--- config.mk ---
export PLATFORM = sky130hd
export DESIGN_NAME = nibble_serial_adder
export DESIGN_NICKNAME = d
export VERILOG_FILES = /design/src/rtl/nsa_pkg.sv /design/src/rtl/nibble_add_slice.sv /design/src/rtl/nibble_serial_adder.sv
export SDC_FILE = /design/constraint.sdc
export NUM_CORES = 1
export LEC_CHECK = 0
export CELL_PAD_IN_SITES_DETAIL_PLACEMENT = 2
export CELL_PAD_IN_SITES_GLOBAL_PLACEMENT = 2
export CORE_MARGIN = 1.5
export CORE_UTILIZATION = 30
export CTS_CLUSTER_SIZE = 14
export DETAILED_ROUTE_END_ITERATION = 8
export PLACE_DENSITY_LB_ADDON = 0.1
export SKIP_CTS_REPAIR_TIMING = 1
export SLEW_MARGIN = 20
export SYNTH_ARGS = -nofsm -noshare
export SYNTH_HDL_FRONTEND = slang
export SYNTH_SLANG_ARGS = --single-unit
--- constraint.sdc ---
create_clock -name clk -period 3.8 [get_ports clk]
set_input_delay 0.76 -clock clk [delete_from_list [all_inputs] [get_ports clk]]
set_output_delay 0.76 -clock clk [all_outputs]
set_load 0.02 [all_outputs]
--- src/rtl/nsa_pkg.sv ---
// Shared definitions for the nibble-serial adder.
//   NIBBLE_W    : width of the adder slice (4 bits).
//   nsa_state_e : controller states.
//   width_of()  : operand width for a given nibble count.
package nsa_pkg;

  localparam int unsigned NIBBLE_W = 4;

  typedef enum logic [1:0] {
    StIdle = 2'd0,
    StRun  = 2'd1,
    StDone = 2'd2
  } nsa_state_e;

  function automatic int unsigned width_of(input int unsigned nibbles);
    return nibbles * NIBBLE_W;
  endfunction

endpackage

--- src/rtl/nibble_add_slice.sv ---
// Purely combinational 4-bit adder slice: sum = a + b + cin.
// Ports:
//   a, b  : 4-bit addends
//   cin   : carry in
//   sum   : 4-bit sum
//   cout  : carry out of bit 3
//   c3    : carry into bit 3 (only present when NSA_FLAGS_EN is defined; used for overflow)
// Configuration macro: NSA_FLAGS_EN
module nibble_add_slice
  import nsa_pkg::*;
(
  input  logic [NIBBLE_W-1:0] a,
  input  logic [NIBBLE_W-1:0] b,
  input  logic                cin,
  output logic [NIBBLE_W-1:0] sum,
  output logic                cout
`ifdef NSA_FLAGS_EN
  ,
  output logic                c3
`endif
);

  logic [3:0] lo;  // {carry into bit 3, sum[2:0]}
  logic [1:0] hi;  // {carry out, sum[3]}
  logic       c3_int;

  always_comb begin
    lo     = {1'b0, a[2:0]} + {1'b0, b[2:0]} + {3'b000, cin};
    c3_int = lo[3];
    hi     = {1'b0, a[3]} + {1'b0, b[3]} + {1'b0, c3_int};
    sum    = {hi[0], lo[2:0]};
    cout   = hi[1];
  end

`ifdef NSA_FLAGS_EN
  assign c3 = c3_int;
`endif

endmodule

--- src/rtl/nibble_serial_adder.sv ---
// Multi-cycle wide adder/subtractor using a single 4-bit slice, one nibble per cycle,
// LSB nibble first, with the carry rippling through a register between nibbles.
// Ports:
//   clk, rst                  : clock, synchronous active-high reset
//   start_valid/start_ready   : operand handshake (op_a, op_b, cin, sub sampled on accept)
//   res_valid/res_ready       : result handshake (sum, cout, zero, ovf held while waiting)
//   sum, cout                 : result and carry out (no-borrow flag when subtracting)
//   zero, ovf                 : sum==0 and signed overflow
// Configuration macro: NSA_FLAGS_EN -- when undefined, zero and ovf are tied to 0.
module nibble_serial_adder
  import nsa_pkg::*;
#(
  parameter int unsigned NIBBLES = 4
) (
  input  logic                         clk,
  input  logic                         rst,
  input  logic                         start_valid,
  output logic                         start_ready,
  input  logic [width_of(NIBBLES)-1:0] op_a,
  input  logic [width_of(NIBBLES)-1:0] op_b,
  input  logic                         cin,
  input  logic                         sub,
  output logic                         res_valid,
  input  logic                         res_ready,
  output logic [width_of(NIBBLES)-1:0] sum,
  output logic                         cout,
  output logic                         zero,
  output logic                         ovf
);

  localparam int unsigned WIDTH = width_of(NIBBLES);
  localparam int unsigned IdxW  = (NIBBLES > 1) ? $clog2(NIBBLES) : 1;
  localparam logic [IdxW-1:0] LastIdx = IdxW'(NIBBLES - 1);

  nsa_state_e          state_q;
  logic [IdxW-1:0]     idx_q;
  logic                carry_q;
  logic [WIDTH-1:0]    a_q;
  logic [WIDTH-1:0]    b_q;
  logic [WIDTH-1:0]    sum_q;
  logic                cout_q;
  logic                start_ready_q;
  logic                res_valid_q;

  logic [NIBBLE_W-1:0] a_nib;
  logic [NIBBLE_W-1:0] b_nib;
  logic [NIBBLE_W-1:0] slice_sum;
  logic                slice_cout;
  logic [WIDTH-1:0]    sum_nxt;

  // Operand nibble select and merge of the slice result into the partial sum.
  always_comb begin
    a_nib   = NIBBLE_W'(a_q >> (int'(idx_q) * NIBBLE_W));
    b_nib   = NIBBLE_W'(b_q >> (int'(idx_q) * NIBBLE_W));
    sum_nxt = sum_q;
    sum_nxt[int'(idx_q) * NIBBLE_W +: NIBBLE_W] = slice_sum;
  end

`ifdef NSA_FLAGS_EN
  logic slice_c3;
  logic zero_q;
  logic ovf_q;

  nibble_add_slice u_slice (
    .a    (a_nib),
    .b    (b_nib),
    .cin  (carry_q),
    .sum  (slice_sum),
    .cout (slice_cout),
    .c3   (slice_c3)
  );
`else
  nibble_add_slice u_slice (
    .a    (a_nib),
    .b    (b_nib),
    .cin  (carry_q),
    .sum  (slice_sum),
    .cout (slice_cout)
  );
`endif

  always_ff @(posedge clk) begin
    if (rst) begin
      state_q       <= StIdle;
      idx_q         <= '0;
      carry_q       <= 1'b0;
      a_q           <= '0;
      b_q           <= '0;
      sum_q         <= '0;
      cout_q        <= 1'b0;
      start_ready_q <= 1'b1;
      res_valid_q   <= 1'b0;
`ifdef NSA_FLAGS_EN
      zero_q        <= 1'b0;
      ovf_q         <= 1'b0;
`endif
    end else begin
      unique case (state_q)
        StIdle: begin
          if (start_valid && start_ready_q) begin
            a_q           <= op_a;
            // Subtract as A + ~B + 1.
            b_q           <= sub ? ~op_b : op_b;
            carry_q       <= sub | cin;
            idx_q         <= '0;
            start_ready_q <= 1'b0;
            state_q       <= StRun;
          end
        end
        StRun: begin
          sum_q   <= sum_nxt;
          carry_q <= slice_cout;
          idx_q   <= idx_q + IdxW'(1);
          if (idx_q == LastIdx) begin
            cout_q      <= slice_cout;
            res_valid_q <= 1'b1;
            state_q     <= StDone;
`ifdef NSA_FLAGS_EN
            zero_q      <= (sum_nxt == '0);
            ovf_q       <= slice_c3 ^ slice_cout;
`endif
          end
        end
        StDone: begin
          if (res_ready) begin
            res_valid_q   <= 1'b0;
            start_ready_q <= 1'b1;
            state_q       <= StIdle;
          end
        end
        default: begin
          res_valid_q   <= 1'b0;
          start_ready_q <= 1'b1;
          state_q       <= StIdle;
        end
      endcase
    end
  end

  assign start_ready = start_ready_q;
  assign res_valid   = res_valid_q;
  assign sum         = sum_q;
  assign cout        = cout_q;
`ifdef NSA_FLAGS_EN
  assign zero        = zero_q;
  assign ovf         = ovf_q;
`else
  assign zero        = 1'b0;
  assign ovf         = 1'b0;
`endif

endmodule

run_1/drive_strength.png
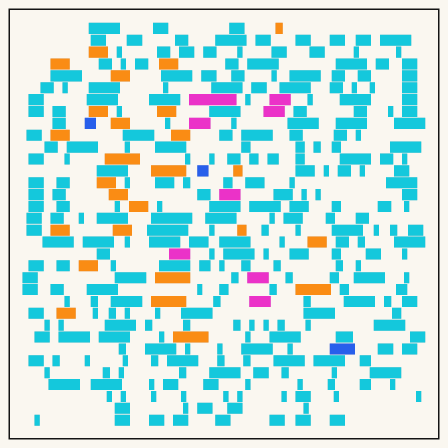
cyan -> drive 1 or less  # cells 287, share 89%, most used dfxtp_1
magenta -> drive 6 and up  # cells 8, share 2.5%, most used clkbuf_8
orange -> drive 2  # cells 26, share 8.0%, most used a211oi_2
blue -> drive 3 to 4  # cells 3, share 0.93%, most used buf_4
final instance area: 3420 µm²
area overhead of the layout relative to synthesis: 26.2%

run_1/pins.png
Bar = 20 µm. Pins as bars across the die edge, other pins in gray.
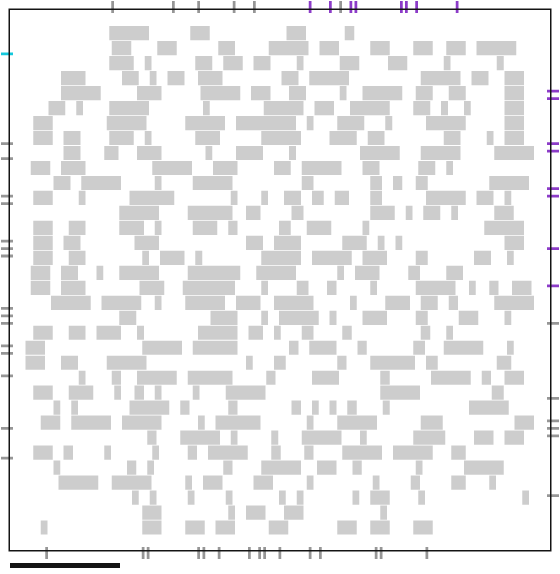
purple -> sum  # pins 16, direction output, edge 8 right, 8 top
cyan -> clk  # pins 1, direction input, edge left
all pins by edge = 16 left, 15 bottom, 14 right, 14 top
width of the chip: 98.0 µm
die height: 98.0 µm

==> flow_summary.html, run 1 <==
<p>Metrics extracted from the flow reports.</p>
<table>
<tr><th>Metric</th><th>Value</th></tr>
<tr><th colspan="2">Critical path</th></tr>
<tr><td>Critical path data arrival time</td><td>around 3300 ps</td></tr>
<tr><td>CP max FO</td><td>8</td></tr>
<tr><td>Startpoint type of the worst setup path</td><td>register</td></tr>
<tr><td>Crit path capture type</td><td>register</td></tr>
<tr><td>Worst setup path startpoint</td><td>idx_q[0]</td></tr>
<tr><td>Type of the worst setup path</td><td>register to register</td></tr>
<tr><td>Worst flop-to-flop path startpoint</td><td>idx_q[0]</td></tr>
<tr><td>Required time of the worst setup path</td><td>4030 ps</td></tr>
<tr><th colspan="2">Routing</th></tr>
<tr><td>Detailed-route wire length per cell</td><td>15.8 µm</td></tr>
<tr><td>Pre-Repair DR Iteration Count</td><td>4</td></tr>
<tr><td>Routed wire length</td><td>6.81 mm</td></tr>
<tr><td>Vias</td><td>between 2000 and 2500</td></tr>
<tr><td>Residual antenna-violating net count after detailed routing</td><td>0</td></tr>
<tr><td>DRC violation count after routing</td><td>0</td></tr>
<tr><td>Initial drt markers</td><td>29</td></tr>
<tr><td>Per-cell via count in the routed design</td><td>between 4 and 5</td></tr>
<tr><th colspan="2">Clock network</th></tr>
<tr><td>Number of levels the H-tree was split into</td><td>2</td></tr>
<tr><td>Num CTS Buffers</td><td>5</td></tr>
<tr><td>Clock root cell</td><td>sky130_fd_sc_hd__clkbuf_8</td></tr>
<tr><td>Insertion delay at the late pin of the worst-skew pair</td><td>310 ps</td></tr>
<tr><td>Clock tree buffer depth</td><td>2</td></tr>
<tr><td>Total clock sinks</td><td>roughly 56</td></tr>
<tr><td>Clock tree from TritonCTS</td><td>built</td></tr>
<tr><td>Clock transition time at the flip-flop clock pins of the worst setup and hold paths</td><td>100 ps</td></tr>
<tr><th colspan="2">Layout</th></tr>
<tr><td>Net total in the final layout</td><td>~370</td></tr>
<tr><td>Non-filler instance count after layout</td><td>between 400 and 500</td></tr>
<tr><td>Share of layout cells above drive strength 1</td><td>0.114</td></tr>
<tr><td>Number of antenna cells inserted</td><td>0</td></tr>
<tr><th colspan="2">Place</th></tr>
<tr><td>Number of port buffers</td><td>56</td></tr>
<tr><td>Count of placed standard cells including taps</td><td>roughly 420</td></tr>
<tr><td>Placement Setup Slack</td><td>approximately 700 ps</td></tr>
<tr><td>Detailed placement HPWL</td><td>approximately 5 mm</td></tr>
<tr><td>Cell Area, Placed</td><td>between 3000 and 4000 µm²</td></tr>
<tr><td>Routability congestion estimate from global placement</td><td>between 0.7 and 0.8</td></tr>
<tr><th colspan="2">Yosys</th></tr>
<tr><td>Area leader, netlist</td><td>sky130_fd_sc_hd__dfxtp_1</td></tr>
<tr><td>Synthesized area divided by synthesized cell count</td><td>9.78 µm²</td></tr>
<tr><td>Post-synthesis sequential area ratio</td><td>0.414</td></tr>
<tr><td>Synth warn</td><td>0</td></tr>
<tr><td>Most frequent cell after synthesis</td><td>sky130_fd_sc_hd__dfxtp_1</td></tr>
<tr><td>Yosys synthesis chip area</td><td>2710 µm²</td></tr>
<tr><td>Dominant flop cell</td><td>sky130_fd_sc_hd__dfxtp_1</td></tr>
<tr><td>Cell count after synthesis</td><td>approximately 280</td></tr>
<tr><td>Netlist Area Pre-Place</td><td>between 2000 and 3000 µm²</td></tr>
<tr><td>Largest cells by area</td><td>sky130_fd_sc_hd__dfxtp_1, sky130_fd_sc_hd__a211oi_2, sky130_fd_sc_hd__xnor2_1, sky130_fd_sc_hd__o32ai_1, sky130_fd_sc_hd__nand2_1</td></tr>
<tr><td>Cell count in the Yosys report</td><td>about 280</td></tr>
<tr><td>Number of enable-type register cells in the synthesized netlist</td><td>0</td></tr>
<tr><td>Top cell types by occurrence after synthesis</td><td>sky130_fd_sc_hd__dfxtp_1, sky130_fd_sc_hd__nand2_1, sky130_fd_sc_hd__inv_1</td></tr>
<tr><td>Async set or reset register ratio after synthesis</td><td>0</td></tr>
<tr><td>Top cell type's share of synthesized area</td><td>0.414</td></tr>
<tr><td>Count of different cell masters after synthesis</td><td>36</td></tr>
<tr><td>Post-synth regs</td><td>between 50 and 60</td></tr>
<tr><th colspan="2">STA</th></tr>
<tr><td>Fin crit share</td><td>0.813</td></tr>
<tr><td>Time the final worst path needs with I/O delays and setup</td><td>around 3100 ps</td></tr>
<tr><td>Actual transition at the worst max-transition pin</td><td>roughly 940 ps</td></tr>
<tr><td>Achievable Freq</td><td>324 MHz</td></tr>
<tr><td>Unrepaired setup endpoints after global routing</td><td>no</td></tr>
<tr><td>Worst clock skew</td><td>6.01 ps</td></tr>
<tr><td>Count of endpoints failing setup in the final report</td><td>0</td></tr>
<tr><td>Setup WS post-layout</td><td>just over 700 ps</td></tr>
<tr><td>Final setup TNS</td><td>0 ps</td></tr>
<tr><td>Final hold vios</td><td>0</td></tr>
<tr><td>Slew margin rel.</td><td>0.368</td></tr>
<tr><td>Number of slew-limit violations in the final report</td><td>0</td></tr>
<tr><th colspan="2">Pwr</th></tr>
<tr><td>Reported leakage power</td><td>roughly 1.1 nW</td></tr>
<tr><td>Power per cell area</td><td>388 nW/µm²</td></tr>
<tr><td>Worst vdd ir</td><td>between 0.15 and 0.2 mV</td></tr>
<tr><th colspan="2">Hold path</th></tr>
<tr><td>Worst hold path type</td><td>register to register</td></tr>
<tr><td>Beginning of the worst hold path</td><td>a_q[6]</td></tr>
<tr><th colspan="2">GRT</th></tr>
<tr><td>Via count of the first global-routing pass</td><td>between 2000 and 2500</td></tr>
<tr><td>Largest net degree at the start of global routing</td><td>~50</td></tr>
<tr><td>Number of antenna violations at the first check in global routing</td><td>0</td></tr>
<tr><td>First-pass GRT wire length</td><td>around 11 mm</td></tr>
<tr><td>GRT Overall Usage</td><td>0.148</td></tr>
<tr><td>GR Overflow Total</td><td>0</td></tr>
<tr><th colspan="2">Outcome</th></tr>
<tr><td>Result of the run</td><td>completed</td></tr>
<tr><th colspan="2">Die</th></tr>
<tr><td>Floorplan core area</td><td>8720 µm²</td></tr>
<tr><td>Initial Utilization</td><td>0.311</td></tr>
<tr><td>Chip Footprint</td><td>around 9600 µm²</td></tr>
<tr><td>Number of I/O pins</td><td>slightly below 60</td></tr>
<tr><th colspan="2">Run</th></tr>
<tr><td>Total of max-cap violations</td><td>0</td></tr>
<tr><td>OpenROAD warning count</td><td>31</td></tr>
</table>
run_1/final_placement.png
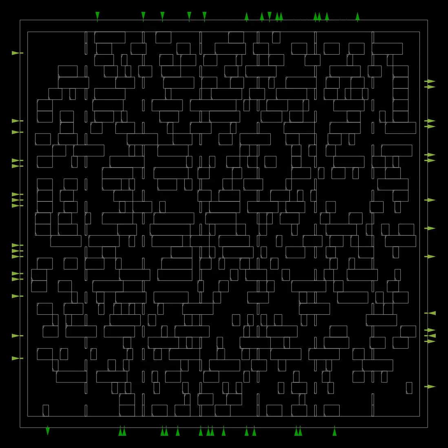
total number of sequential cells: 56
Taps Inserted: 108
Finished Core Util: 0.392
number of rows created at floorplan: 34

run 1: cell families (layout without fill, tap and decap cells):
group	after synthesis	count (layout)	synth area share
and+or+nand+nor	80	80	0.140
AOI/OAI and AO/OA	61	61	0.184
DFF	56	56	0.414
buffers and inverters	43	89	0.0780
xor gates and xnor gates	17	17	0.0549
adders and majority gates	11	11	0.0591
muxes	8	8	0.0693
other	1	2	0.00138
run 1: critical path, cell delays in order (launching register included):
cell                      delay [ps]
sky130_fd_sc_hd__dfxtp_1         600
sky130_fd_sc_hd__mux4_1          640
sky130_fd_sc_hd__fa_1            400
sky130_fd_sc_hd__a21o_1          200
sky130_fd_sc_hd__a21oi_1         230
sky130_fd_sc_hd__fa_1            460
sky130_fd_sc_hd__or2_2           350
sky130_fd_sc_hd__o32ai_1         120
run 1: per-stage QoR:
step                      hold WS (ps)  total power, mW   util
after CTS                          475             1.35  0.392
after floorplan                    433            0.831      -
after global routing               499             1.40  0.392
after detailed placement           460            0.916  0.378
after global placement             452            0.910  0.378
final                              468             1.33  0.392
run 1: metal layers:
metal  wire length, µm  GRT usage
met2              3370      0.262
met5                 0          0
met1              3160      0.186
met4                71     0.0396
met3               207     0.0251
run 1: area by class of cell:
class,instances,area [µm²]
Clock buffer,7,96.3
Clock inverter,1,30.0
Fill cell,959,5300
Inverter,23,86.3
Multi-Input combinational cell,179,1380
Sequential cell,56,1120
Tap cell,108,135
Timing Repair Buffer,58,571
run 1: sequential cells by signal, summed over array words and instances (netlist names), 2 cells and up:
register  flops
a_q          16
b_q          16
sum          16
idx_q         2
state_q       2
run 1: cell usage in the layout (no fill, tap or decap), types with 3 or more instances in the layout:
cell                              synthesis  layout
sky130_fd_sc_hd__dfxtp_1                 56      56
sky130_fd_sc_hd__clkdlybuf4s50_1          0      55
sky130_fd_sc_hd__nand2_1                 36      36
sky130_fd_sc_hd__inv_1                   23      23
sky130_fd_sc_hd__a21oi_1                 22      22
sky130_fd_sc_hd__nor2_1                  20      20
sky130_fd_sc_hd__xnor2_1                 17      17
sky130_fd_sc_hd__o32ai_1                 16      16
sky130_fd_sc_hd__a211oi_2                16      16
sky130_fd_sc_hd__ha_1                     8       8
sky130_fd_sc_hd__clkbuf_8                 0       7
sky130_fd_sc_hd__mux4_2                   6       6
sky130_fd_sc_hd__nand2b_1                 5       5
sky130_fd_sc_hd__and2_1                   4       4
sky130_fd_sc_hd__nand3_1                  4       4
sky130_fd_sc_hd__fa_1                     3       3
run 1: worst paths after layout:
path | slack, ps | end | depth (start not counted)
max reg2reg | 710 | sum[15] | 7
max | 710 | sum[15] | 7
min reg2reg | 470 | a_q[6] | 2
min | 470 | a_q[6] | 2
run 1: report_power, final:
| group | switching [mW] | internal (mW) | leakage (nW) |
|---|---|---|---|
| Combinational | 0.129 | 0.120 | 0.628 |
| Clock | 0.198 | 0.233 | 0.0645 |
| Sequential | 0.0269 | 0.622 | 0.458 |
==> run 2, diff against run 1 <==
==> constraint.sdc (replaced) <==
create_clock -name clk -period 3.05 [get_ports clk]
set_input_delay 0.61 -clock clk [delete_from_list [all_inputs] [get_ports clk]]
set_output_delay 0.61 -clock clk [all_outputs]
set_load 0.02 [all_outputs]
run_2/drive_strength.png
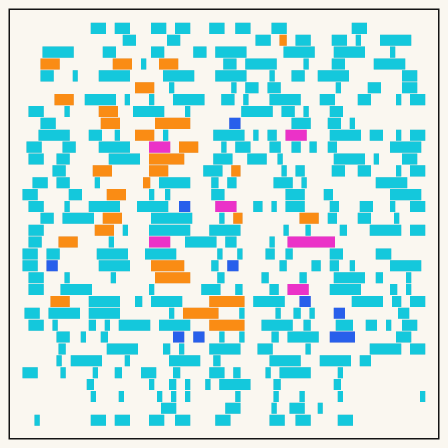
orange -> drive 2  # cells 28, share 8.5%, most used a211oi_2
cyan -> drive 1 or less  # cells 287, share 87%
magenta -> drive 6 and up  # cells 6, share 1.8%, most used clkbuf_8
blue -> drive 3 to 4  # cells 9, share 2.7%, most used buf_4
non-clock buffer instance count of the final layout: 64
area overhead of the layout relative to synthesis: 27.2%
Setup WS post-layout: 231 ps

run_2/density.png
10 x 10 tiles, from white (low) to dark blue (high), 0 to 100% covered.
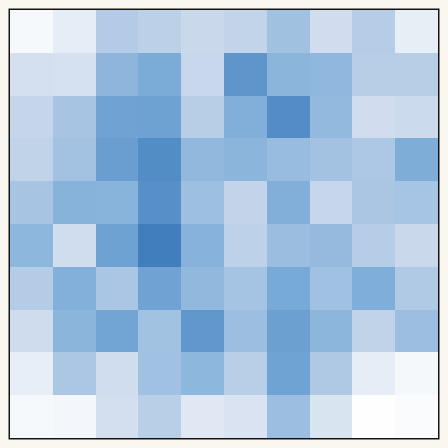
mean over tiles = 35%
nearly empty tiles = 1.0%
fullest tile = 68%
Initial Utilization: 0.311
floorplan core area: 8720 µm²
Finished Core Util: 0.395

==> flow_summary.html, run 2 <==
<p>Metrics extracted from the flow reports.</p>
<table>
<tr><th>Metric</th><th>Value</th></tr>
<tr><th colspan="2">Yosys</th></tr>
<tr><td>Netlist Area Pre-Place</td><td>roughly 2700 µm²</td></tr>
<tr><td>Dominant flop cell</td><td>sky130_fd_sc_hd__dfxtp_1</td></tr>
<tr><td>Synthesized area divided by synthesized cell count</td><td>9.78 µm²</td></tr>
<tr><td>Number of enable-type register cells in the synthesized netlist</td><td>0</td></tr>
<tr><td>Async set or reset register ratio after synthesis</td><td>0</td></tr>
<tr><td>Synth warn</td><td>0</td></tr>
<tr><td>Yosys synthesis chip area</td><td>~2700 µm²</td></tr>
<tr><td>Main combinational cell family by area after synthesis</td><td>AND-OR/OR-AND gates</td></tr>
<tr><td>Top cell types by occurrence after synthesis</td><td>sky130_fd_sc_hd__dfxtp_1, sky130_fd_sc_hd__nand2_1, sky130_fd_sc_hd__inv_1</td></tr>
<tr><td>Adder and majority cell fraction of the synthesized area</td><td>0.0591</td></tr>
<tr><td>Post-synthesis sequential area ratio</td><td>0.414</td></tr>
<tr><td>Top cell type's share of synthesized area</td><td>0.414</td></tr>
<tr><td>Post-Synth AOI/OAI Area</td><td>0.184</td></tr>
<tr><td>Largest cells by area</td><td>sky130_fd_sc_hd__dfxtp_1, sky130_fd_sc_hd__a211oi_2, sky130_fd_sc_hd__xnor2_1, sky130_fd_sc_hd__o32ai_1, sky130_fd_sc_hd__nand2_1</td></tr>
<tr><td>Most frequent cell after synthesis</td><td>sky130_fd_sc_hd__dfxtp_1</td></tr>
<tr><td>Share of synthesized cell area in and, or, nand and nor gates</td><td>0.140</td></tr>
<tr><td>Cell count after synthesis</td><td>around 280</td></tr>
<tr><td>Cell count in the Yosys report</td><td>~280</td></tr>
<tr><td>Xor and xnor area share after synthesis</td><td>0.0549</td></tr>
<tr><td>Area leader, netlist</td><td>sky130_fd_sc_hd__dfxtp_1</td></tr>
<tr><td>Post-synth regs</td><td>around 56</td></tr>
<tr><td>Count of different cell masters after synthesis</td><td>36</td></tr>
<tr><td>Fraction of synthesized area in multiplexers</td><td>0.0693</td></tr>
<tr><th colspan="2">Run</th></tr>
<tr><td>Total of max-cap violations</td><td>0</td></tr>
<tr><td>OpenROAD warning count</td><td>31</td></tr>
<tr><th colspan="2">Routing</th></tr>
<tr><td>Detailed-route wire length per cell</td><td>~16 µm</td></tr>
<tr><td>Vias</td><td>2159</td></tr>
<tr><td>Pre-Repair DR Iteration Count</td><td>4</td></tr>
<tr><td>Residual antenna-violating net count after detailed routing</td><td>0</td></tr>
<tr><td>Per-cell via count in the routed design</td><td>slightly below 5</td></tr>
<tr><td>Initial drt markers</td><td>between 60 and 70</td></tr>
<tr><td>DRC violation count after routing</td><td>0</td></tr>
<tr><td>Routed wire length</td><td>roughly 6.8 mm</td></tr>
<tr><th colspan="2">STA</th></tr>
<tr><td>Achievable Freq</td><td>approximately 350 MHz</td></tr>
<tr><td>Final setup TNS</td><td>0 ps</td></tr>
<tr><td>Slew margin rel.</td><td>0.512</td></tr>
<tr><td>Actual transition at the worst max-transition pin</td><td>730 ps</td></tr>
<tr><td>Fin crit share</td><td>0.924</td></tr>
<tr><td>Unrepaired setup endpoints after global routing</td><td>no</td></tr>
<tr><td>Number of slew-limit violations in the final report</td><td>0</td></tr>
<tr><td>Final hold vios</td><td>0</td></tr>
<tr><td>Count of endpoints failing setup in the final report</td><td>0</td></tr>
<tr><td>Worst clock skew</td><td>approximately 7.6 ps</td></tr>
<tr><td>Time the final worst path needs with I/O delays and setup</td><td>2820 ps</td></tr>
<tr><th colspan="2">Layout</th></tr>
<tr><td>Share of layout cells above drive strength 1</td><td>0.130</td></tr>
<tr><td>Final instance area</td><td>roughly 3400 µm²</td></tr>
<tr><td>Number of antenna cells inserted</td><td>0</td></tr>
<tr><td>Net total in the final layout</td><td>between 300 and 400</td></tr>
<tr><td>Commonest cells after routing, fill and taps aside</td><td>sky130_fd_sc_hd__dfxtp_1, sky130_fd_sc_hd__clkdlybuf4s50_1, sky130_fd_sc_hd__nand2_1, sky130_fd_sc_hd__inv_1, sky130_fd_sc_hd__a21oi_1</td></tr>
<tr><td>Non-filler instance count after layout</td><td>roughly 440</td></tr>
<tr><th colspan="2">Clock network</th></tr>
<tr><td>Num CTS Buffers</td><td>5</td></tr>
<tr><td>Number of levels the H-tree was split into</td><td>2</td></tr>
<tr><td>Insertion delay at the late pin of the worst-skew pair</td><td>between 300 and 400 ps</td></tr>
<tr><td>Clock transition time at the flip-flop clock pins of the worst setup and hold paths</td><td>around 100 ps</td></tr>
<tr><td>Clock root cell</td><td>sky130_fd_sc_hd__clkbuf_8</td></tr>
<tr><td>Total clock sinks</td><td>56</td></tr>
<tr><td>Clock tree buffer depth</td><td>2</td></tr>
<tr><td>Clock tree from TritonCTS</td><td>built</td></tr>
<tr><th colspan="2">Place</th></tr>
<tr><td>Detailed placement HPWL</td><td>5.11 mm</td></tr>
<tr><td>Routability congestion estimate from global placement</td><td>roughly 0.71</td></tr>
<tr><td>Count of placed standard cells including taps</td><td>roughly 430</td></tr>
<tr><td>Cell Area, Placed</td><td>approximately 3300 µm²</td></tr>
<tr><td>Number of port buffers</td><td>56</td></tr>
<tr><th colspan="2">GRT</th></tr>
<tr><td>GRT Overall Usage</td><td>0.153</td></tr>
<tr><td>Number of antenna violations at the first check in global routing</td><td>0</td></tr>
<tr><td>Via count of the first global-routing pass</td><td>~2400</td></tr>
<tr><td>First-pass GRT wire length</td><td>11.7 mm</td></tr>
<tr><td>GR Overflow Total</td><td>0</td></tr>
<tr><td>Largest net degree at the start of global routing</td><td>about 50</td></tr>
<tr><th colspan="2">Die</th></tr>
<tr><td>Number of I/O pins</td><td>roughly 60</td></tr>
<tr><td>Width of the chip</td><td>98.0 µm</td></tr>
<tr><td>Number of rows created at floorplan</td><td>34</td></tr>
<tr><td>Die height</td><td>between 90 and 100 µm</td></tr>
<tr><td>Chip Footprint</td><td>slightly below 10000 µm²</td></tr>
<tr><th colspan="2">Critical path</th></tr>
<tr><td>Crit path capture type</td><td>register</td></tr>
<tr><td>Startpoint type of the worst setup path</td><td>register</td></tr>
<tr><td>Required time of the worst setup path</td><td>between 3000 and 4000 ps</td></tr>
<tr><td>Type of the worst setup path</td><td>register to register</td></tr>
<tr><td>Critical path data arrival time</td><td>~3000 ps</td></tr>
<tr><td>CP max FO</td><td>5</td></tr>
<tr><th colspan="2">Pwr</th></tr>
<tr><td>Power share of the combinational group</td><td>0.199</td></tr>
<tr><td>Sum of internal, switching and leakage power</td><td>about 1.6 mW</td></tr>
<tr><td>Clock network power share</td><td>0.302</td></tr>
<tr><td>Worst vdd ir</td><td>about 0.17 mV</td></tr>
<tr><td>Fraction of power consumed by sequential logic</td><td>0.499</td></tr>
<tr><td>Switching fraction of total power</td><td>0.272</td></tr>
<tr><td>Power per cell area</td><td>468 nW/µm²</td></tr>
<tr><td>Internal Power</td><td>between 1 and 1.5 mW</td></tr>
<tr><td>Sw power</td><td>roughly 0.44 mW</td></tr>
<tr><td>Reported leakage power</td><td>about 1.2 nW</td></tr>
<tr><th colspan="2">Outcome</th></tr>
<tr><td>Result of the run</td><td>completed</td></tr>
<tr><th colspan="2">Hold path</th></tr>
<tr><td>Worst hold path type</td><td>register to register</td></tr>
</table>
-- run 2: cell counts after synthesis --
Identical to the previous run, type by type.
-- run 2: path summary, 6_finish.rpt --
kind              depth (start not counted)  slack, ps       to  startpoint
setup / recovery                          8        230  sum[11]    idx_q[0]
hold / removal                            2        470   a_q[2]      a_q[2]
setup reg to reg                          8        230  sum[11]    idx_q[0]
hold reg to reg                           2        470   a_q[2]      a_q[2]
-- run 2: critical path, cell delays in order, from the launching register on --
cell	delay, ps
sky130_fd_sc_hd__dfxtp_2	400
sky130_fd_sc_hd__buf_4	170
sky130_fd_sc_hd__mux4_2	540
sky130_fd_sc_hd__ha_1	330
sky130_fd_sc_hd__a21o_1	170
sky130_fd_sc_hd__a21oi_1	210
sky130_fd_sc_hd__fa_1	440
sky130_fd_sc_hd__or2_2	360
sky130_fd_sc_hd__o32ai_1	120
-- run 2: area by class of cell --
cell class / count / area (µm²)
flip-flops and latches: 56 / 1120
well taps: 108 / 135
inverters: 23 / 86.3
clock buffers: 6 / 72.6
clock inverters: 2 / 35.0
multi-input cells: 179 / 1380
repair buffers: 64 / 616
fillers: 969 / 5270
-- run 2: layer usage --
metal | GRT usage | share of wire | vias to the layer above | routed length (µm)
met5 | 0 | 0 | - | 0
met4 | 0.0462 | 0.014 | 0 | 92
met3 | 0.0251 | 0.027 | 8 | 181
met2 | 0.266 | 0.49 | 36 | 3340
met1 | 0.193 | 0.47 | 1065 | 3180
li1 | - | - | 1050 | -
-- run 2: logic make-up after synthesis --
group	Yosys count
AND/OR/NAND/NOR	80
AND-OR/OR-AND	61
flip-flops	56
buffers and inverters	43
XOR/XNOR	17
adder cells (fa/ha/maj)	11
multiplexers	8
other	1
-- run 2: power by group through the flow --
| stage | Sequential, mW | Combinational (mW) | Clock (mW) |
|---|---|---|---|
| 2_1_floorplan | 0.816 | 0.220 | 0 |
| 3_3_place_gp | 0.823 | 0.318 | 0 |
| 3_5_place_dp | 0.823 | 0.328 | 0 |
| 4_1_cts | 0.807 | 0.331 | 0.504 |
| 5_1_grt | 0.813 | 0.361 | 0.529 |
| 6_report | 0.805 | 0.321 | 0.487 |
-- run 2: per-stage QoR --
stage / util / setup WS, ps / hold slack (ps)
floorplan: - / 145 / 433
global placement: 0.383 / 251 / 449
detailed placement: 0.383 / 136 / 460
CTS: 0.395 / 95.1 / 474
global route: 0.395 / 25.9 / 504
finish: 0.395 / 231 / 472
==> run 3, diff against run 2 <==
--- a/config.mk
+++ b/config.mk
@@ -16,4 +16,5 @@
 export SLEW_MARGIN = 20
 export SYNTH_ARGS = -nofsm -noshare
 export SYNTH_HDL_FRONTEND = slang
+export SYNTH_HIERARCHICAL = 1
 export SYNTH_SLANG_ARGS = --single-unit
==> constraint.sdc (replaced) <==
create_clock -name clk -period 3 [get_ports clk]
set_input_delay 0.6 -clock clk [delete_from_list [all_inputs] [get_ports clk]]
set_output_delay 0.6 -clock clk [all_outputs]
set_load 0.02 [all_outputs]
run_3/zoom.png
Window x 64 to 84, y 64 to 84 µm. Cells in gray, sequential cells in the stronger gray; small squares are vias.
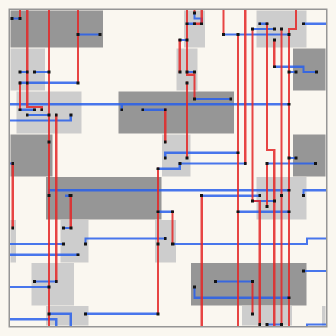
red -> met2
blue -> met1
sequential cells in the window = 4
most frequent = dfxtp_1 (4)
cells with their middle in the window = 13

run_3/drive_strength.png
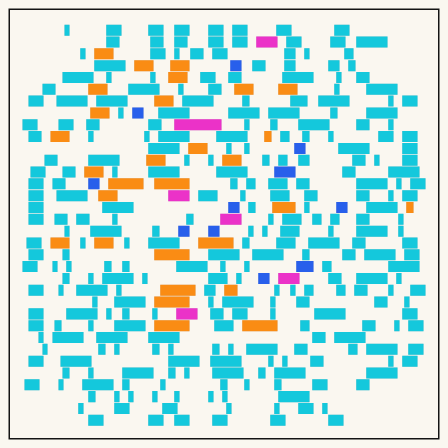
magenta -> drive 6 and up  # cells 6, share 1.8%, most used clkbuf_8
blue -> drive 3 to 4  # cells 11, share 3.3%, most used buf_4
cyan -> drive 1 or less  # cells 284, share 86%, most used dfxtp_1
orange -> drive 2  # cells 29, share 8.8%, most used a211oi_2
area overhead of the layout relative to synthesis: 26.6%
Setup WS post-layout: 306 ps

==> flow_summary.html, run 3 <==
<p>Metrics extracted from the flow reports.</p>
<table>
<tr><th>Metric</th><th>Value</th></tr>
<tr><th colspan="2">Pwr</th></tr>
<tr><td>Internal Power</td><td>between 1 and 1.5 mW</td></tr>
<tr><td>Fraction of power consumed by sequential logic</td><td>0.492</td></tr>
<tr><td>Worst vdd ir</td><td>0.185 mV</td></tr>
<tr><td>Clock network power share</td><td>0.306</td></tr>
<tr><td>Power share of the combinational group</td><td>0.202</td></tr>
<tr><td>Sw power</td><td>about 0.47 mW</td></tr>
<tr><td>Reported leakage power</td><td>around 1.2 nW</td></tr>
<tr><td>Power per cell area</td><td>roughly 480 nW/µm²</td></tr>
<tr><td>Switching fraction of total power</td><td>0.283</td></tr>
<tr><th colspan="2">Yosys</th></tr>
<tr><td>Most frequent cell after synthesis</td><td>sky130_fd_sc_hd__dfxtp_1</td></tr>
<tr><td>Yosys synthesis chip area</td><td>2740 µm²</td></tr>
<tr><td>Netlist Area Pre-Place</td><td>around 2700 µm²</td></tr>
<tr><td>Top cell type's share of synthesized area</td><td>0.410</td></tr>
<tr><td>Count of different cell masters after synthesis</td><td>37</td></tr>
<tr><td>Top cell types by occurrence after synthesis</td><td>sky130_fd_sc_hd__dfxtp_1, sky130_fd_sc_hd__nand2_1, sky130_fd_sc_hd__a21oi_1, sky130_fd_sc_hd__inv_1, sky130_fd_sc_hd__nor2_1</td></tr>
<tr><td>Synthesized area divided by synthesized cell count</td><td>just under 10 µm²</td></tr>
<tr><td>Async set or reset register ratio after synthesis</td><td>0</td></tr>
<tr><td>Post-synthesis sequential area ratio</td><td>0.410</td></tr>
<tr><td>Synth warn</td><td>6</td></tr>
<tr><td>Dominant flop cell</td><td>sky130_fd_sc_hd__dfxtp_1</td></tr>
<tr><td>Cell count after synthesis</td><td>279</td></tr>
<tr><td>Area leader, netlist</td><td>sky130_fd_sc_hd__dfxtp_1</td></tr>
<tr><td>Post-synth regs</td><td>about 56</td></tr>
<tr><td>Largest cells by area</td><td>sky130_fd_sc_hd__dfxtp_1, sky130_fd_sc_hd__a211oi_2, sky130_fd_sc_hd__mux4_2, sky130_fd_sc_hd__xnor2_1, sky130_fd_sc_hd__nand2_1</td></tr>
<tr><td>Number of enable-type register cells in the synthesized netlist</td><td>0</td></tr>
<tr><td>Cell count in the Yosys report</td><td>about 280</td></tr>
<tr><th colspan="2">GRT</th></tr>
<tr><td>Top Usage Layer GRT</td><td>met2</td></tr>
<tr><td>Fraction of met1 tracks used by global routing</td><td>0.193</td></tr>
<tr><td>GR Overflow Total</td><td>0</td></tr>
<tr><td>Met3 layer usage reported by global route</td><td>0.0305</td></tr>
<tr><td>GRT Overall Usage</td><td>0.151</td></tr>
<tr><td>Largest net degree at the start of global routing</td><td>34</td></tr>
<tr><td>Met2 Use GR</td><td>0.255</td></tr>
<tr><td>Number of antenna violations at the first check in global routing</td><td>0</td></tr>
<tr><td>First-pass GRT wire length</td><td>11.5 mm</td></tr>
<tr><td>Via count of the first global-routing pass</td><td>~2300</td></tr>
<tr><th colspan="2">STA</th></tr>
<tr><td>Final hold vios</td><td>0</td></tr>
<tr><td>Actual transition at the worst max-transition pin</td><td>just over 500 ps</td></tr>
<tr><td>Time the final worst path needs with I/O delays and setup</td><td>about 2700 ps</td></tr>
<tr><td>Final setup TNS</td><td>0 ps</td></tr>
<tr><td>Worst clock skew</td><td>around 5.6 ps</td></tr>
<tr><td>Slew margin rel.</td><td>0.658</td></tr>
<tr><td>Fin crit share</td><td>0.898</td></tr>
<tr><td>Count of endpoints failing setup in the final report</td><td>0</td></tr>
<tr><td>Unrepaired setup endpoints after global routing</td><td>no</td></tr>
<tr><td>Achievable Freq</td><td>371 MHz</td></tr>
<tr><td>Number of slew-limit violations in the final report</td><td>0</td></tr>
<tr><th colspan="2">Critical path</th></tr>
<tr><td>Endpoint of the lowest-slack register-to-register path</td><td>sum[3]</td></tr>
<tr><td>Crit-path max cell delay</td><td>around 530 ps</td></tr>
<tr><td>Number of cell instances on the worst register-to-register path</td><td>9</td></tr>
<tr><td>Required time of the worst setup path</td><td>3240 ps</td></tr>
<tr><td>Slowest stage cell on the critical path</td><td>sky130_fd_sc_hd__mux4_2</td></tr>
<tr><td>Cell-by-cell trace of the critical path</td><td>buf_4 &gt; mux4_2 &gt; ha_1 &gt; a21o_1 &gt; a21oi_2 &gt; fa_1 &gt; inv_1 &gt; nand2b_1 &gt; o32ai_1</td></tr>
<tr><td>Setup slack, reg-to-reg</td><td>approximately 310 ps</td></tr>
<tr><td>Worst flop-to-flop path startpoint</td><td>idx_q[0]</td></tr>
<tr><td>Startpoint type of the worst setup path</td><td>register</td></tr>
<tr><td>Crit path capture type</td><td>register</td></tr>
<tr><td>Type of the worst setup path</td><td>register to register</td></tr>
<tr><td>Critical path data arrival time</td><td>between 2000 and 3000 ps</td></tr>
<tr><td>CP max FO</td><td>6</td></tr>
<tr><th colspan="2">Die</th></tr>
<tr><td>Number of I/O pins</td><td>about 59</td></tr>
<tr><td>Number of rows created at floorplan</td><td>34</td></tr>
<tr><td>Width of the chip</td><td>98.5 µm</td></tr>
<tr><td>Initial Utilization</td><td>0.312</td></tr>
<tr><td>Floorplan core area</td><td>8760 µm²</td></tr>
<tr><td>Die height</td><td>about 98 µm</td></tr>
<tr><td>Chip Footprint</td><td>slightly below 10000 µm²</td></tr>
<tr><th colspan="2">Layout</th></tr>
<tr><td>Commonest non-fill, non-tap cell in the layout</td><td>sky130_fd_sc_hd__dfxtp_1</td></tr>
<tr><td>Final instance area</td><td>between 3000 and 4000 µm²</td></tr>
<tr><td>Commonest cells after routing, fill and taps aside</td><td>sky130_fd_sc_hd__dfxtp_1, sky130_fd_sc_hd__clkdlybuf4s50_1, sky130_fd_sc_hd__nand2_1, sky130_fd_sc_hd__inv_1, sky130_fd_sc_hd__a21oi_1</td></tr>
<tr><td>Net total in the final layout</td><td>around 380</td></tr>
<tr><td>Share of layout cells above drive strength 1</td><td>0.139</td></tr>
<tr><td>Number of antenna cells inserted</td><td>0</td></tr>
<tr><td>Finished Core Util</td><td>0.395</td></tr>
<tr><th colspan="2">Place</th></tr>
<tr><td>Routability congestion estimate from global placement</td><td>between 0.7 and 0.8</td></tr>
<tr><td>Cell Area, Placed</td><td>3350 µm²</td></tr>
<tr><td>Number of port buffers</td><td>~56</td></tr>
<tr><td>Detailed placement HPWL</td><td>5.22 mm</td></tr>
<tr><th colspan="2">Routing</th></tr>
<tr><td>Vias</td><td>between 2000 and 2500</td></tr>
<tr><td>Routed wire length</td><td>6.81 mm</td></tr>
<tr><td>DRC violation count after routing</td><td>0</td></tr>
<tr><td>Residual antenna-violating net count after detailed routing</td><td>0</td></tr>
<tr><td>Detailed-route wire length per cell</td><td>approximately 16 µm</td></tr>
<tr><td>Initial drt markers</td><td>roughly 52</td></tr>
<tr><td>Per-cell via count in the routed design</td><td>4.88</td></tr>
<tr><td>Pre-Repair DR Iteration Count</td><td>4</td></tr>
<tr><th colspan="2">Clock network</th></tr>
<tr><td>Num CTS Buffers</td><td>5</td></tr>
<tr><td>Clock tree buffer depth</td><td>2</td></tr>
<tr><td>Insertion delay at the late pin of the worst-skew pair</td><td>between 300 and 400 ps</td></tr>
<tr><td>Total clock sinks</td><td>~56</td></tr>
<tr><td>Number of levels the H-tree was split into</td><td>2</td></tr>
<tr><td>Clock transition time at the flip-flop clock pins of the worst setup and hold paths</td><td>~100 ps</td></tr>
<tr><td>Clock tree from TritonCTS</td><td>built</td></tr>
<tr><td>Clock root cell</td><td>sky130_fd_sc_hd__clkbuf_8</td></tr>
<tr><th colspan="2">Hold path</th></tr>
<tr><td>Beginning of the worst hold path</td><td>a_q[5]</td></tr>
<tr><td>Hold Crit Endpoint</td><td>a_q[5]</td></tr>
<tr><td>Number of instances on the worst hold path</td><td>2</td></tr>
<tr><td>Worst hold path type</td><td>register to register</td></tr>
<tr><th colspan="2">Run</th></tr>
<tr><td>OpenROAD warning count</td><td>31</td></tr>
<tr><td>Total of max-cap violations</td><td>0</td></tr>
<tr><th colspan="2">Outcome</th></tr>
<tr><td>Result of the run</td><td>completed</td></tr>
</table>
run 3: netlist changes by cell type after synthesis, moves of 2 or more:
cell	previous run	this run
sky130_fd_sc_hd__a22o_1	0	4
sky130_fd_sc_hd__and2_1	4	1
sky130_fd_sc_hd__and3b_1	0	2
sky130_fd_sc_hd__buf_1	2	0
sky130_fd_sc_hd__buf_2	4	9
sky130_fd_sc_hd__mux4_1	2	0
sky130_fd_sc_hd__mux4_2	6	8
sky130_fd_sc_hd__o32ai_1	16	12
sky130_fd_sc_hd__or2_2	2	0
run 3: worst max-delay path by stage:
stage	from	end	depth (start not counted)
4_1_cts	idx_q[0]	sum[3]	9
5_1_grt	idx_q[0]	sum[3]	9
3_5_place_dp	idx_q[0]	sum[3]	9
3_3_place_gp	idx_q[0]	sum[3]	9
6_report	idx_q[0]	sum[3]	9
2_1_floorplan	idx_q[0]	sum[15]	10
run 3: kinds of logic (layout without fill, tap and decap cells):
| group | count (synthesis) | in the layout | share of synthesized area |
|---|---|---|---|
| buffers and inverters | 44 | 94 | 0.0810 |
| XOR/XNOR | 17 | 17 | 0.0544 |
| other | 1 | 2 | 0.00137 |
| adder cells (fa/ha/maj) | 11 | 11 | 0.0586 |
| AND-OR/OR-AND | 61 | 61 | 0.182 |
| multiplexers | 8 | 8 | 0.0659 |
| flip-flops | 56 | 56 | 0.410 |
| AND/OR/NAND/NOR | 81 | 81 | 0.147 |
run 3: critical path: cells and delay by family, from the launching register on:
family          cells  cell delay (ps)
fa+ha+maj           2              710
compound gates      3              470
buf+inv             2              300
mux                 1              530
flops               1              490
simple gates        1              100
run 3: area by class of cell:
class,instances,area [µm²]
Clock buffer,5,68.8
Clock inverter,3,42.5
Fill cell,971,5300
Inverter,22,82.6
Multi-Input combinational cell,180,1400
Sequential cell,56,1120
Tap cell,108,135
Timing Repair Buffer,64,616
run 3: layer usage:
layer | part of all wire | wire (µm)
met4 | 0.014 | 93
met1 | 0.45 | 3040
met5 | 0 | 0
met2 | 0.51 | 3460
met3 | 0.032 | 216
run 3: power groups by stage:
stage | Clock, mW | Sequential (mW) | Combinational [mW]
after floorplan | 0 | 0.826 | 0.233
after global placement | 0 | 0.840 | 0.333
after detailed placement | 0 | 0.840 | 0.340
after CTS | 0.528 | 0.822 | 0.343
after global routing | 0.558 | 0.827 | 0.375
final | 0.510 | 0.820 | 0.337
run 3: metrics by stage:
| stage | power [mW] | setup slack, ps | std cells | hold WS, ps |
|---|---|---|---|---|
| floorplan | 1.06 | 280 | 280 | 433 |
| global placement | 1.17 | 368 | 430 | 447 |
| detailed placement | 1.18 | 320 | 430 | 453 |
| CTS | 1.69 | 271 | 438 | 469 |
| global route | 1.76 | 79.4 | 438 | 486 |
| finish | 1.67 | 306 | 438 | 464 |
Power and IR drop assume default switching activity.
